<file path="src/rtl/router_xy_rr.sv">
// 3-port XY mesh router tile: per-input FIFOs, dimension-order routing, per-output round-robin.
// Optional per-output flit counters are built when ROUTER_STATS_EN is defined.
module router_xy_rr #(
    parameter int unsigned WD    = 40,
    parameter int unsigned AW    = 3,
    parameter int unsigned CW    = 1,
    parameter int unsigned CUR_X = 0,
    parameter int unsigned CUR_Y = 0,
    parameter int unsigned CNT_W = 16
) (
    input  logic            clk,
    input  logic            rst_n,
    input  logic [2:0]      in_valid,
    input  logic [3*WD-1:0] in_data,
    output logic [2:0]      in_full,
    input  logic [2:0]      next_full,
    output logic [2:0]      out_valid,
    output logic [3*WD-1:0] out_data
`ifdef ROUTER_STATS_EN
    ,
    output logic [3*CNT_W-1:0] flit_cnt
`endif
);

    localparam int unsigned DEPTH = 2 ** AW;
    localparam logic [CW-1:0] CurX = CW'(CUR_X);
    localparam logic [CW-1:0] CurY = CW'(CUR_Y);
    localparam logic [AW:0] FullCount = (AW + 1)'(DEPTH);

    if (WD < 2 * CW + 1 || CNT_W < 1) begin : g_param_check
        $error("router_xy_rr: WD must be >= 2*CW+1 and CNT_W >= 1");
    end

    function automatic logic [1:0] inc3(input logic [1:0] v);
        return (v == 2'd2) ? 2'd0 : v + 2'd1;
    endfunction

    logic [WD-1:0] mem_q    [3][DEPTH];
    logic [AW-1:0] wr_ptr_q [3];
    logic [AW-1:0] rd_ptr_q [3];
    logic [AW:0]   count_q  [3];
    logic [AW:0]   count_d  [3];
    logic [1:0]    rr_ptr_q [3];
    logic [2:0]    out_valid_q;
    logic [3*WD-1:0] out_data_q;

    logic [WD-1:0] head      [3];
    logic [1:0]    dest      [3];
    logic [1:0]    grant_idx [3];
    logic [2:0]    empty;
    logic [2:0]    push;
    logic [2:0]    pop;
    logic [2:0]    grant;
    logic [1:0]    cand;

    // FIFO status and X-then-Y route decision on each head flit.
    always_comb begin
        for (int p = 0; p < 3; p++) begin
            head[p]    = mem_q[p][rd_ptr_q[p]];
            empty[p]   = (count_q[p] == '0);
            in_full[p] = (count_q[p] == FullCount);
            push[p]    = in_valid[p] && !in_full[p];
            if (head[p][WD-1 -: CW] != CurX) begin
                dest[p] = 2'd1;
            end else if (head[p][WD-1-CW -: CW] != CurY) begin
                dest[p] = 2'd2;
            end else begin
                dest[p] = 2'd0;
            end
        end
    end

    // Round-robin scan from rr_ptr_q; a full downstream FIFO blocks only its own output.
    always_comb begin
        grant = '0;
        pop   = '0;
        cand  = '0;
        for (int o = 0; o < 3; o++) begin
            grant_idx[o] = rr_ptr_q[o];
            cand         = rr_ptr_q[o];
            for (int k = 0; k < 3; k++) begin
                if (!grant[o] && !next_full[o] && !empty[cand] && dest[cand] == 2'(o)) begin
                    grant[o]     = 1'b1;
                    grant_idx[o] = cand;
                end
                cand = inc3(cand);
            end
        end
        for (int o = 0; o < 3; o++) begin
            if (grant[o]) begin
                pop[grant_idx[o]] = 1'b1;
            end
        end
    end

    always_comb begin
        for (int p = 0; p < 3; p++) begin
            case ({push[p], pop[p]})
                2'b10:   count_d[p] = count_q[p] + 1'b1;
                2'b01:   count_d[p] = count_q[p] - 1'b1;
                default: count_d[p] = count_q[p];
            endcase
        end
    end

    always_ff @(posedge clk or negedge rst_n) begin
        if (!rst_n) begin
            for (int p = 0; p < 3; p++) begin
                wr_ptr_q[p] <= '0;
                rd_ptr_q[p] <= '0;
                count_q[p]  <= '0;
            end
        end else begin
            for (int p = 0; p < 3; p++) begin
                if (push[p]) begin
                    wr_ptr_q[p] <= wr_ptr_q[p] + 1'b1;
                end
                if (pop[p]) begin
                    rd_ptr_q[p] <= rd_ptr_q[p] + 1'b1;
                end
                count_q[p] <= count_d[p];
            end
        end
    end

    // Storage needs no reset: occupancy is tracked by the pointers and counts alone.
    always_ff @(posedge clk) begin
        for (int p = 0; p < 3; p++) begin
            if (push[p]) begin
                mem_q[p][wr_ptr_q[p]] <= in_data[p*WD +: WD];
            end
        end
    end

    always_ff @(posedge clk or negedge rst_n) begin
        if (!rst_n) begin
            out_valid_q <= '0;
            out_data_q  <= '0;
            for (int o = 0; o < 3; o++) begin
                rr_ptr_q[o] <= '0;
            end
        end else begin
            out_valid_q <= grant;
            for (int o = 0; o < 3; o++) begin
                if (grant[o]) begin
                    out_data_q[o*WD +: WD] <= head[grant_idx[o]];
                    rr_ptr_q[o]            <= inc3(grant_idx[o]);
                end
            end
        end
    end

    assign out_valid = out_valid_q;
    assign out_data  = out_data_q;

`ifdef ROUTER_STATS_EN
    logic [CNT_W-1:0] cnt_q [3];

    always_ff @(posedge clk or negedge rst_n) begin
        if (!rst_n) begin
            for (int o = 0; o < 3; o++) begin
                cnt_q[o] <= '0;
            end
        end else begin
            for (int o = 0; o < 3; o++) begin
                if (out_valid_q[o]) begin
                    cnt_q[o] <= cnt_q[o] + 1'b1;
                end
            end
        end
    end

    always_comb begin
        for (int o = 0; o < 3; o++) begin
            flit_cnt[o*CNT_W +: CNT_W] = cnt_q[o];
        end
    end
`endif

endmodule
</file>
<file path="config.mk">
export PLATFORM = sky130hd
export DESIGN_NAME = router_xy_rr
export DESIGN_NICKNAME = d
export VERILOG_FILES = /design/src/rtl/router_xy_rr.sv
export SDC_FILE = /design/constraint.sdc
export NUM_CORES = 1
export LEC_CHECK = 0
export CAP_MARGIN = 20
export CELL_PAD_IN_SITES_DETAIL_PLACEMENT = 1
export CELL_PAD_IN_SITES_GLOBAL_PLACEMENT = 2
export CORE_MARGIN = 2
export CORE_UTILIZATION = 42
export CTS_CLUSTER_SIZE = 24
export DETAILED_ROUTE_END_ITERATION = 16
export GPL_TIMING_DRIVEN = 0
export PLACE_DENSITY = 0.75
export RECOVER_POWER = 25
export SLEW_MARGIN = 0
export SYNTH_ARGS = -nofsm -noshare
export SYNTH_HDL_FRONTEND = slang
export SYNTH_SLANG_ARGS = --single-unit
</file>
<file path="constraint.sdc">
create_clock -name clk -period 3.9 [get_ports clk]
set_input_delay 0.39 -clock clk [delete_from_list [all_inputs] [get_ports clk]]
set_output_delay 0.39 -clock clk [all_outputs]
set_load 0.05 [all_outputs]
</file>
==> flow_metrics.py, run 1 <==
# Auto-generated metrics
metrics = {
    "status": {
        "run_status": "completed",
    },
    "floorplan": {
        "die.size.x_um": 328,
        "ios": 254,
        "die-area_um2": 108000,
        "core_area_um2": 104000,
        "num_rows": 118,
        "floorplan_stage_core_utilization": 0.425,
        "die_height_um": 328,
    },
    "logic_synthesis": {
        "post_synth.cell_area_avg_um2": 20.2,
        "simple_gate_area_frac": 0.0215,
        "postSynth.topFlopCell": "edfxtp_1",
        "synth_adder_area_share": 0.00562,
        "syn-instance-count": 2187,
        "netlist-cell-type-count": 68,
        "topCellsByArea": "edfxtp_1 (65%), mux4_2 (12%), dfrtp_1 (9.0%)",
        "post_synth_main_logic_family": "multiplexers",
        "synth.top_cell.area_share": 0.654,
        "floorplan.nets": 2333,
        "asyncSetResetFlopFracSynth": 0.142,
        "ys.flops": 1119,
        "yosys.cell_count.top_type": "edfxtp_1",
        "ys_sh_mux": 0.154,
        "synth.yosys.num_cells": 2187,
        "mappedNetlistArea_um2": 44100,
        "synthTopCellsByCount": "edfxtp_1 (960), mux4_2 (239), dfrtp_1 (159)",
        "synth_seq_share": 0.744,
        "edf_count": 960,
    },
    "setup_path": {
        "crit_required_ns": 4.52,
        "start_kind": "flip-flop",
        "number_of_buffers_and_inverters_on_the_critical_path": 2,
        "reg2reg_setup_slack_ns": 0.07,
        "reg2reg_depth": 16,
        "timing.setup.critical_path_class": "flip-flop to flip-flop",
        "worstPathMaxFanout": 6,
        "timing.critical_path.slowest_cell_delay_ns": 0.54,
        "cpLargestDelayFamily": "AND-OR/OR-AND gates",
        "cpMaxStageDelayCell": "mux4_2",
        "r2r-end": "count_q[11]",
    },
    "final_layout": {
        "layout.cell_area.non_filler_um2": 54100,
        "nFillCells": 9246,
        "nNetsFinal": 2790,
        "final_core_util": 0.521,
        "non_filler_cells_in_the_finished_layout": 4130,
        "layout-area-overhead-vs-synth_pct": 22.8,
    },
    "place": {
        "hpwlAfterDp_um": 91700,
        "dp.cells": 3865,
        "gp_congestion": 0.916,
        "port-buffer-count": 253,
    },
    "routing": {
        "drtIter0Drc": 2821,
        "antenna_violating_nets_post_route": 0,
        "wl_met2_um": 60800,
        "avgViaCountPerCell": 5.90,
        "wl_per_cell_um": 31.7,
        "drc": 0,
        "detailed_route_wirelength_on_metal3_um": 11500,
        "highest-signal-layer": "met5",
    },
    "sta": {
        "highest_attainable_clock_frequency_mhz": 261,
        "relSlewSlack": 0.240,
        "final-setup-viol-count": 0,
        "fin_hold_ws_ns": 0.218,
        "slew_violations": 0,
        "finalHoldViolCount": 0,
        "setup_total_negative_slack_ns": 0,
        "fin_crit_ns": 3.83,
        "layout_worst_path_cycle_share": 0.982,
        "clock_skew_ns": 0.0403,
        "grt_setup_unrepaired": "yes",
        "tightest_slew_ns": 1.11,
    },
    "global_route": {
        "initial_antenna_violation_count": 33,
        "all_layer_global_routing_usage": 0.244,
        "gr-total-overflow": 0,
        "grt_start_max_net_pins": 95,
        "grt_pass1_wl_um": 187000,
    },
    "clock_network": {
        "max-clock-path-buffers": 3,
        "cts_tree": "built",
        "cts_buffers": 112,
        "cts.clk_slew.worst_paths_ns": 0.07,
        "htree_num_levels": 3,
        "worstSkewPairLatency_ns": 0.72,
    },
    "pwr": {
        "power_density_nw_per_um2": 905,
        "power.ir.vdd_worst_mv": 0.744,
        "fin_total_pwr_mw": 49.0,
    },
    "job": {
        "warning_count": 28,
        "max-cap-violations": 0,
    },
    "min_path": {
        "timing.hold.worst.class": "input pin to asynchronous set/reset pin",
    },
}
==> run 1: timing repair <==
action | CTS | global route
pin swaps | 10 | 26
hold endpoints to repair | 65 | 0
setup buffers | 31 | 14
hold buffers | 1 | 0
resized | 57 | 42
setup endpoints to repair | 101 | 61
==> run 1: cell usage in the layout (no fill, tap or decap), drive strengths merged, types with 10 or more instances in the layout <==
| master | n |
|---|---|
| clkinv | 51 |
| o211ai | 40 |
| o21ai | 11 |
| nand2b | 52 |
| nor3 | 13 |
| clkbuf | 218 |
| a21o | 13 |
| nand2 | 51 |
| mux4 | 239 |
| diode | 10 |
| buf | 134 |
| nor2 | 32 |
| mux2 | 49 |
| clkdlybuf4s50 | 169 |
| dfrtp | 159 |
| ha | 15 |
| a21oi | 14 |
| mux2i | 85 |
| o221ai | 74 |
| xnor2 | 10 |
| a22oi | 117 |
| edfxtp | 960 |
| inv | 32 |
| dlygate4sd3 | 84 |
| xor2 | 11 |
==> run 1: worst reg2reg max path, delay by kind of cell, from the launching register on <==
family | cells | cell delay [ns]
AND-OR/OR-AND | 5 | 1.03
multiplexers | 2 | 0.72
AND/OR/NAND/NOR | 3 | 0.65
adder cells (fa/ha/maj) | 2 | 0.42
flip-flops | 1 | 0.38
XOR/XNOR | 2 | 0.28
buffers and inverters | 2 | 0.27
==> run 1: routing by layer <==
layer | up-vias | global-route usage
met1 | 13000 | 0.340
met4 | 20 | 0.0897
met3 | 194 | 0.0607
li1 | 10100 | -
met2 | 1042 | 0.375
met5 | - | 0
==> run 1: flip-flops by register name, summed over array words and instances (netlist names) <==
| name | flops |
|---|---|
| count_q | 12 |
| out_data | 120 |
| wr_ptr_q | 9 |
| rd_ptr_q | 9 |
| out_valid | 3 |
| mem_q | 960 |
| rr_ptr_q | 6 |
==> run 1: kinds of logic after synthesis <==
group	count (synthesis)
flops	1119
mux	373
compound gates	317
simple gates	186
buf+inv	153
xor+xnor	21
fa+ha+maj	18
==> run 1: power breakdown <==
part	switching (mW)	internal, mW
Combinational	13.1	8.17
Clock	4.71	5.98
Sequential	1.61	15.4
==> run 1: final cells by class <==
class / instances / area, um^2 / area share
antenna: 10 / 25.0 / 0.000462
buffer: 122 / 564 / 0.0104
clock buffer: 138 / 2970 / 0.0549
clock inverter: 72 / 692 / 0.0128
inverter: 28 / 105 / 0.00194
multi-input combinational: 915 / 11200 / 0.208
sequential: 1119 / 32800 / 0.606
tap: 1380 / 1730 / 0.0319
timing repair buffer: 346 / 3990 / 0.0738
==> run 1: worst max path at each step <==
| stage | start | end | slack (ns) | cells after the start |
|---|---|---|---|---|
| detailed placement | rd_ptr_q[4] | count_q[7] | -1.19 | 15 |
| CTS | rd_ptr_q[3] | count_q[3] | 0.002 | 17 |
| finish | rd_ptr_q[3] | count_q[11] | 0.07 | 16 |
| floorplan | rd_ptr_q[6] | count_q[11] | 0.13 | 15 |
| global route | rd_ptr_q[3] | count_q[11] | -0.08 | 16 |
| global placement | rst_n | out_data[107] | -4.19 | 1 |
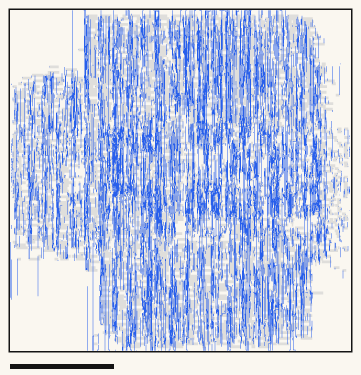
Figure 1: run 1, the metal 2 layer.
Bar = 100 um. Cells faint in the background.
longest straight run: 140 um
share of all routed wire: 46%
main direction: vertical
global-route met2 utilization: 0.375
final WL: 131000 um
number of vias in the routed layout: 24400

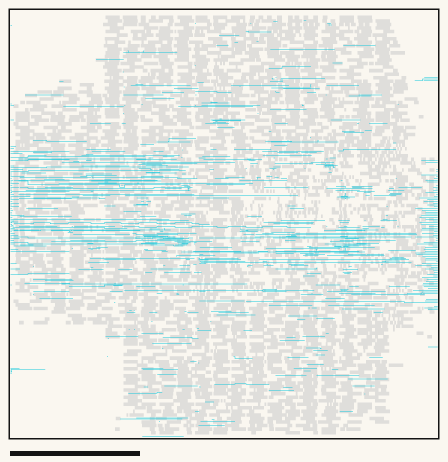
Figure 2: run 1, the metal 3 layer.
Bar = 100 um. Cells faint in the background.
nets with wire on the layer: 436
wire length on this layer: 11500 um
longest straight run: 161 um

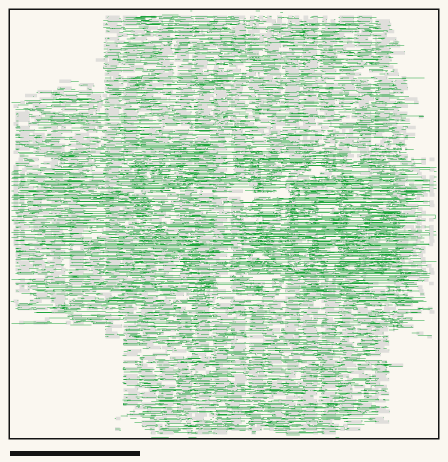
Figure 3: run 1, met1 routing.
Bar = 100 um. Cells faint in the background.
nets with wire on the layer: 2656
main direction: horizontal

Figure 4. Congestion heat map (run 1).
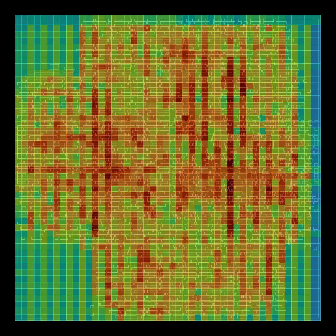

## Run 2: what changed since run 1
--- a/config.mk
+++ b/config.mk
@@ -8,7 +8,8 @@
 export CAP_MARGIN = 20
 export CELL_PAD_IN_SITES_DETAIL_PLACEMENT = 1
 export CELL_PAD_IN_SITES_GLOBAL_PLACEMENT = 2
-export CORE_MARGIN = 2
+export CORE_ASPECT_RATIO = 0.6
+export CORE_MARGIN = 8
 export CORE_UTILIZATION = 42
 export CTS_CLUSTER_SIZE = 24
 export DETAILED_ROUTE_END_ITERATION = 16
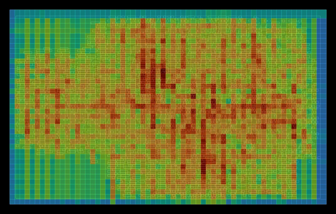
Figure 5: run 2, congestion heat map.
GR Layer Usage met3: 0.0535
mean routed wirelength per cell: 31.7 um
core occupancy in the finished layout: 0.513

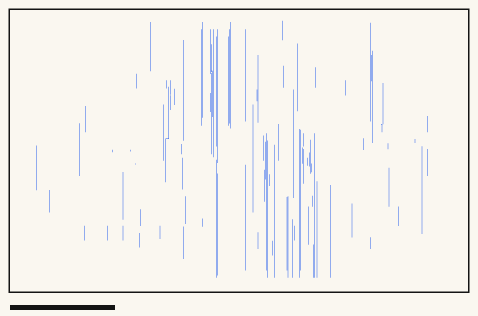
Figure 6: run 2, signal wires on met4.
Bar = 100 um.
longest straight run: 141 um
wire length on this layer: 4590 um
nets with wire on the layer: 72
number of vias in the routed layout: 24300
final WL: 131000 um

==> run 2 against run 1 <==
Compared with the run above:
- via count is 0.34% lower
- area after synthesis stayed put
- the flow now finishes with violations (negative setup slack)
- clock power is 7% lower
==> flow_metrics.py, run 2 <==
# Auto-generated metrics
metrics = {
    "floorplan": {
        "die.size.x_um": 434,
        "core_area_um2": 105000,
        "ios": 254,
        "floorplan_stage_core_utilization": 0.422,
        "die-area_um2": 116000,
    },
    "logic_synthesis": {
        "edf_count": 960,
        "synth_seq_share": 0.744,
        "asyncSetResetFlopFracSynth": 0.142,
        "floorplan.nets": 2333,
        "synthTopCellsByCount": "edfxtp_1 (960), mux4_2 (239), dfrtp_1 (159)",
        "synth.top_cell.area_share": 0.654,
        "synth.yosys.num_cells": 2187,
        "mappedNetlistArea_um2": 44100,
        "topCellsByArea": "edfxtp_1 (65%), mux4_2 (12%), dfrtp_1 (9.0%)",
        "syn-instance-count": 2187,
        "ys.flops": 1119,
        "postSynth.topFlopCell": "edfxtp_1",
        "yosys.cell_count.top_type": "edfxtp_1",
        "netlist-cell-type-count": 68,
    },
    "sta": {
        "relSlewSlack": 0.267,
        "highest_attainable_clock_frequency_mhz": 251,
        "grt_setup_unrepaired": "yes",
        "final-setup-viol-count": 2,
        "layout_worst_path_cycle_share": 1.02,
        "worst_slack_ns": -0.0811,
        "clock_skew_ns": 0.0250,
        "fin_crit_ns": 3.98,
        "tightest_slew_ns": 1.07,
    },
    "final_layout": {
        "layout_top_cells_excl_fill_tap": "edfxtp_1 (960), mux4_2 (239), clkdlybuf4s50_1 (168)",
        "layout.cell_area.non_filler_um2": 53600,
        "largest_register_ff_count": 960,
        "nNetsFinal": 2772,
        "layout-area-overhead-vs-synth_pct": 21.5,
        "top_cell_excl_fill_tap": "edfxtp_1",
        "nFillCells": 9535,
    },
    "global_route": {
        "gr-total-overflow": 0,
        "all_layer_global_routing_usage": 0.222,
        "grt_pass1_wl_um": 186000,
        "grt_start_max_net_pins": 101,
    },
    "setup_path": {
        "timing.setup.critical_path_class": "flip-flop to flip-flop",
        "reg2reg_depth": 14,
        "crit_required_ns": 4.48,
        "start_kind": "flip-flop",
        "number_of_buffers_and_inverters_on_the_critical_path": 0,
        "cpMaxStageDelayCell": "dfrtp_1",
        "cp.depth": 14,
        "worstPathMaxFanout": 8,
    },
    "clock_network": {
        "worstSkewPairLatency_ns": 0.70,
        "cts_buffers": 103,
        "max-clock-path-buffers": 3,
        "cts_tree": "built",
        "cts.clk_slew.worst_paths_ns": 0.07,
        "htree_num_levels": 3,
    },
    "job": {
        "warning_count": 32,
        "max-cap-violations": 0,
    },
    "status": {
        "failing_checks": "negative setup slack",
        "run_status": "finished with violations",
    },
    "place": {
        "hpwlAfterDp_um": 91300,
        "port-buffer-count": 253,
        "gp_congestion": 0.913,
    },
    "min_path": {
        "timing.hold.worst.class": "input pin to asynchronous set/reset pin",
    },
    "routing": {
        "drtIter0Drc": 2619,
        "avgViaCountPerCell": 5.87,
        "antenna_violating_nets_post_route": 0,
    },
    "pwr": {
        "fin_total_pwr_mw": 48.2,
    },
}
run 2: cell counts after synthesis:
Identical to the previous run, type by type.
run 2: cell type report:
class | instances | area [um^2] | area share
diodes | 10 | 25.0 | 0.000467
plain buffers | 122 | 559 | 0.0104
clock buffers | 144 | 2850 | 0.0533
clock inverters | 51 | 462 | 0.00862
inverters | 28 | 105 | 0.00196
multi-input cells | 915 | 11200 | 0.209
flip-flops and latches | 1119 | 32800 | 0.612
well taps | 1410 | 1760 | 0.0329
repair buffers | 337 | 3810 | 0.0711
run 2: through the flow:
step | util | hold slack, ns | setup TNS, ns | cells
after floorplan | - | 0.0944 | 0 | 2187
after global placement | 0.463 | 0.451 | -1988.26 | 3850
after detailed placement | 0.473 | 0.366 | -59.29 | 3890
after CTS | 0.510 | 0.212 | -0.0567 | 4115
after global routing | 0.512 | 0.248 | -0.565 | 4128
final | 0.513 | 0.226 | -0.0903 | 4136
run 2: metal layers:
| layer | up-vias | GRT usage | wire (um) |
|---|---|---|---|
| met4 | 4 | 0.0714 | 4590 |
| met3 | 217 | 0.0535 | 10100 |
| li1 | 10000 | - | - |
| met2 | 989 | 0.352 | 62000 |
| met1 | 13000 | 0.305 | 54400 |
| met5 | - | 0 | 31 |
run 2: timing repair:
action	4_1_cts	5_1_grt
pin swaps	21	15
endpoints found under the hold margin	59	0
endpoints found under the setup margin	135	68
gates resized	60	41
hold buffers	1	0
setup buffers	33	3
run 2: worst register-to-register path, cell delays in order, from the launching register on:
cell and delay (ns):
dfrtp_1 0.54, nor2b_1 0.23, a22o_1 0.30, o21ai_0 0.51
nand2_1 0.27, a31oi_1 0.48, a31oi_4 0.19, nand3_4 0.17
ha_2 0.22, ha_1 0.24, a21o_1 0.18, a21oi_1 0.18
xnor2_1 0.15, nor2_1 0.07, xor2_1 0.14
run 2: kinds of logic after synthesis:
| family | Yosys count | share of synthesized area |
|---|---|---|
| simple gates | 186 | 0.0215 |
| flops | 1119 | 0.744 |
| xor+xnor | 21 | 0.00417 |
| buf+inv | 153 | 0.0139 |
| fa+ha+maj | 18 | 0.00562 |
| mux | 373 | 0.154 |
| compound gates | 317 | 0.0563 |
run 2: final timing paths:
path                                   start       endpoint  slack, ns
worst min register to register  out_data[79]   out_data[79]       0.47
worst max register to register   rd_ptr_q[8]     count_q[7]      -0.08
min in group clk                 in_data[75]  mem_q[0][395]       0.44
worst min-delay path                   rst_n    wr_ptr_q[7]       0.23
max in group asynchronous              rst_n   out_data[96]       2.70
worst max-delay path             rd_ptr_q[8]     count_q[7]      -0.08
run 2: power breakdown:
group          switching, mW  total [mW]  internal, mW
logic                   13.3        21.3          8.03
clock network           4.50        10.0          5.54
registers               1.43        16.9          15.4
total                   19.2        48.2          29.0
## Run 3: what changed since run 2
--- a/config.mk
+++ b/config.mk
@@ -20,3 +20,4 @@
 export SYNTH_ARGS = -nofsm -noshare
 export SYNTH_HDL_FRONTEND = slang
 export SYNTH_SLANG_ARGS = --single-unit
+export TNS_END_PERCENT = 20
==> run 3 against run 2 <==
Compared with the run above:
- the flow now finishes without violations
- routed wire length is 0.85% higher
- total power increased by 1.7%
- non-clock buffer count up 23
- largest cell class unchanged
==> flow_metrics.py, run 3 <==
# Auto-generated metrics
metrics = {
    "setup_path": {
        "critical_path_arrival_ns": 4.44,
        "start_kind": "flip-flop",
        "timing.setup.critical_path_class": "flip-flop to flip-flop",
        "crit_required_ns": 4.48,
        "worstPathMaxFanout": 6,
        "worst_setup_path_end_kind": "flip-flop",
    },
    "final_layout": {
        "largest_register_ff_count": 960,
        "regArea_um2": 32800,
        "layout_top_cells_excl_fill_tap": "edfxtp_1 (960), mux4_2 (239), clkdlybuf4s50_1 (172)",
        "nFillCells": 9442,
        "layout.cell_area.non_filler_um2": 54000,
        "layout-area-overhead-vs-synth_pct": 22.6,
        "nNetsFinal": 2795,
        "top_cell_excl_fill_tap": "edfxtp_1",
        "post_route_cells_drive_above_1_share": 0.240,
        "final_core_util": 0.517,
        "layout.area.comb_um2": 11200,
    },
    "floorplan": {
        "num_rows": 92,
        "die.size.x_um": 434,
        "ios": 254,
        "die-area_um2": 116000,
        "core_area_um2": 105000,
        "die_height_um": 267,
        "floorplan_stage_core_utilization": 0.422,
    },
    "clock_network": {
        "cts_tree": "built",
        "htree_num_levels": 3,
        "cts.clk_slew.worst_paths_ns": 0.06,
        "cts-root-buf": "clkbuf_16",
        "cts_buffers": 103,
        "total_number_of_clock_tree_sinks": 1119,
        "worstSkewPairLatency_ns": 0.72,
        "max-clock-path-buffers": 3,
    },
    "routing": {
        "detailroute.via_count": 24500,
        "route.final.wire_length_um": 132000,
        "wl_per_cell_um": 31.9,
        "drt_pass1_iterations": 5,
        "avgViaCountPerCell": 5.90,
        "antenna_violating_nets_post_route": 0,
        "drtIter0Drc": 2513,
        "drc": 0,
    },
    "global_route": {
        "initial_antenna_violation_count": 28,
        "grt_pass1_wl_um": 187000,
        "gr-total-overflow": 0,
        "all_layer_global_routing_usage": 0.224,
        "first_global_vias": 25600,
        "grt_start_max_net_pins": 88,
    },
    "logic_synthesis": {
        "ys.flops": 1119,
        "post_synth.cell_area_avg_um2": 20.2,
        "synth_warnings": 0,
        "synth_seq_share": 0.744,
        "edf_count": 960,
        "synth.top_cell.area_share": 0.654,
        "synth.yosys.num_cells": 2187,
        "synthTopCellsByCount": "edfxtp_1 (960), mux4_2 (239), dfrtp_1 (159)",
        "synth-area-yosys_um2": 44100,
        "mappedNetlistArea_um2": 44100,
        "syn-instance-count": 2187,
        "synthDominantAreaCellType": "edfxtp_1",
        "asyncSetResetFlopFracSynth": 0.142,
        "postSynth.topFlopCell": "edfxtp_1",
        "yosys.cell_count.top_type": "edfxtp_1",
        "topCellsByArea": "edfxtp_1 (65%), mux4_2 (12%), dfrtp_1 (9.0%)",
        "floorplan.nets": 2333,
        "netlist-cell-type-count": 68,
    },
    "sta": {
        "highest_attainable_clock_frequency_mhz": 259,
        "worst_slack_ns": 0.0426,
        "final-setup-viol-count": 0,
        "grt_setup_unrepaired": "yes",
        "fin_crit_ns": 3.86,
        "relSlewSlack": 0.261,
        "tightest_slew_ns": 1.08,
        "finalHoldViolCount": 0,
        "layout_worst_path_cycle_share": 0.989,
        "clock_skew_ns": 0.0322,
        "slew_violations": 0,
    },
    "pwr": {
        "clockPowerShare": 0.215,
        "power_report.internal_total_mw": 29.6,
        "switching_share": 0.395,
        "power_frac_seq": 0.344,
        "power.static_leakage_nw": 18.0,
        "power_density_nw_per_um2": 906,
        "power.net_switching_mw": 19.4,
        "power.ir.vdd_worst_mv": 0.459,
        "fin_total_pwr_mw": 49.0,
        "share_comb_of_total_power": 0.441,
    },
    "min_path": {
        "timing.hold.worst.class": "input pin to asynchronous set/reset pin",
    },
    "place": {
        "postPlaceCellArea_um2": 49600,
        "port-buffer-count": 253,
        "hpwlAfterDp_um": 93300,
        "dpl_worst_slack_ns": -1.09,
        "gp_congestion": 0.890,
    },
    "job": {
        "max-cap-violations": 0,
        "warning_count": 29,
    },
    "status": {
        "run_status": "completed",
    },
}
==> run 3: cell counts after synthesis <==
Identical to the previous run, type by type.
==> run 3: worst paths after layout <==
check                                   start       endpoint  slack, ns  cells past startpoint
worst max-delay path              rd_ptr_q[3]     count_q[3]       0.04                     16
worst max register to register    rd_ptr_q[3]     count_q[3]       0.04                     16
worst min register to register  out_data[119]  out_data[119]       0.49                      1
min in group clk                  in_data[78]  mem_q[0][398]       0.44                      1
max in group asynchronous               rst_n   out_data[93]       2.72                      3
worst min-delay path                    rst_n    wr_ptr_q[8]       0.23                      2
==> run 3: cells by family (layout without fill, tap and decap cells) <==
family	after synthesis	count (layout)	synth area share
AOI/OAI and AO/OA	317	317	0.0563
xor gates and xnor gates	21	21	0.00417
adders and majority gates	18	18	0.00562
buffers and inverters	153	702	0.0139
DFF	1119	1119	0.744
muxes	373	373	0.154
other	0	6	0
and+or+nand+nor	186	186	0.0215
==> run 3: metrics by stage <==
stage          hold slack, ns  cells  setup TNS [ns]
2_1_floorplan          0.0944   2187          -26.59
3_3_place_gp            0.454   3850        -2331.86
3_5_place_dp            0.390   3905          -46.00
4_1_cts                 0.229   4125               0
5_1_grt                 0.263   4147          -0.382
6_report                0.233   4152               0
==> run 3: what timing repair did <==
item,4_1_cts,5_1_grt
setup endpoints to repair,132,86
resized,55,44
hold endpoints to repair,72,0
pin swaps,13,24
setup buffers,30,17
hold buffers,1,0
==> run 3: layer usage <==
| layer | vias to the layer above | GRT usage | routed length [um] |
|---|---|---|---|
| met4 | 10 | 0.0740 | 5100 |
| li1 | 10100 | - | - |
| met3 | 256 | 0.0626 | 10500 |
| met5 | - | 0 | 60 |
| met2 | 1011 | 0.355 | 62500 |
| met1 | 13200 | 0.300 | 54100 |
==> run 3: final cells by class <==
type,count,area share
clock inverter,57,0.0123
clock buffer,135,0.0526
inverter,28,0.00194
multi-input combinational,915,0.208
timing repair buffer,360,0.0750
buffer,122,0.0102
sequential,1119,0.607
tap,1410,0.0326
antenna,6,0.000278
==> run 3: critical path: stages (launching register included) <==
cell and delay, ns:
dfrtp_1 0.37, buf_8 0.13, mux4_2 0.56, mux2i_4 0.22, buf_12 0.16, nand3b_1 0.15, a31oi_4 0.27, and4b_2 0.29
a211oi_4 0.36, nand2_2 0.13, ha_4 0.20, ha_4 0.21, a21o_1 0.17, a21oi_2 0.14, xnor2_1 0.14, nor2_1 0.08
xor2_1 0.15
==> run 3: power by group through the flow <==
stage	Clock [mW]	Combinational [mW]	Sequential [mW]
6_report	10.5	21.6	16.8
5_1_grt	11.1	22.7	16.9
4_1_cts	10.7	21.0	16.8
3_5_place_dp	0	20.2	17.0
3_3_place_gp	0	18.9	17.1
2_1_floorplan	0	10.4	18.3
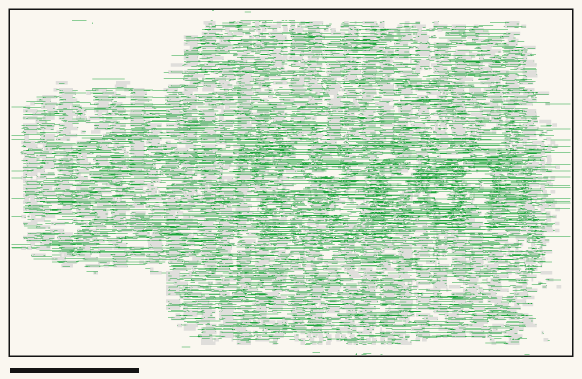
Figure 7: run 3, met1 routing.
Bar = 100 um. Cells faint in the background.
nets with wire on the layer: 2680
longest straight run: 127 um
share of all routed wire: 41%
wire length on this layer: 54.1 mm

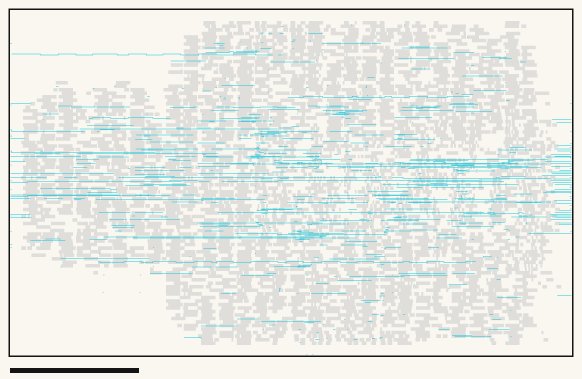
Figure 8: run 3, the metal 3 layer.
Bar = 100 um. Cells faint in the background.
wire length on this layer: 10500 um
main direction: horizontal

Power figures rest on the tool's default switching activity, not on a simulated workload.
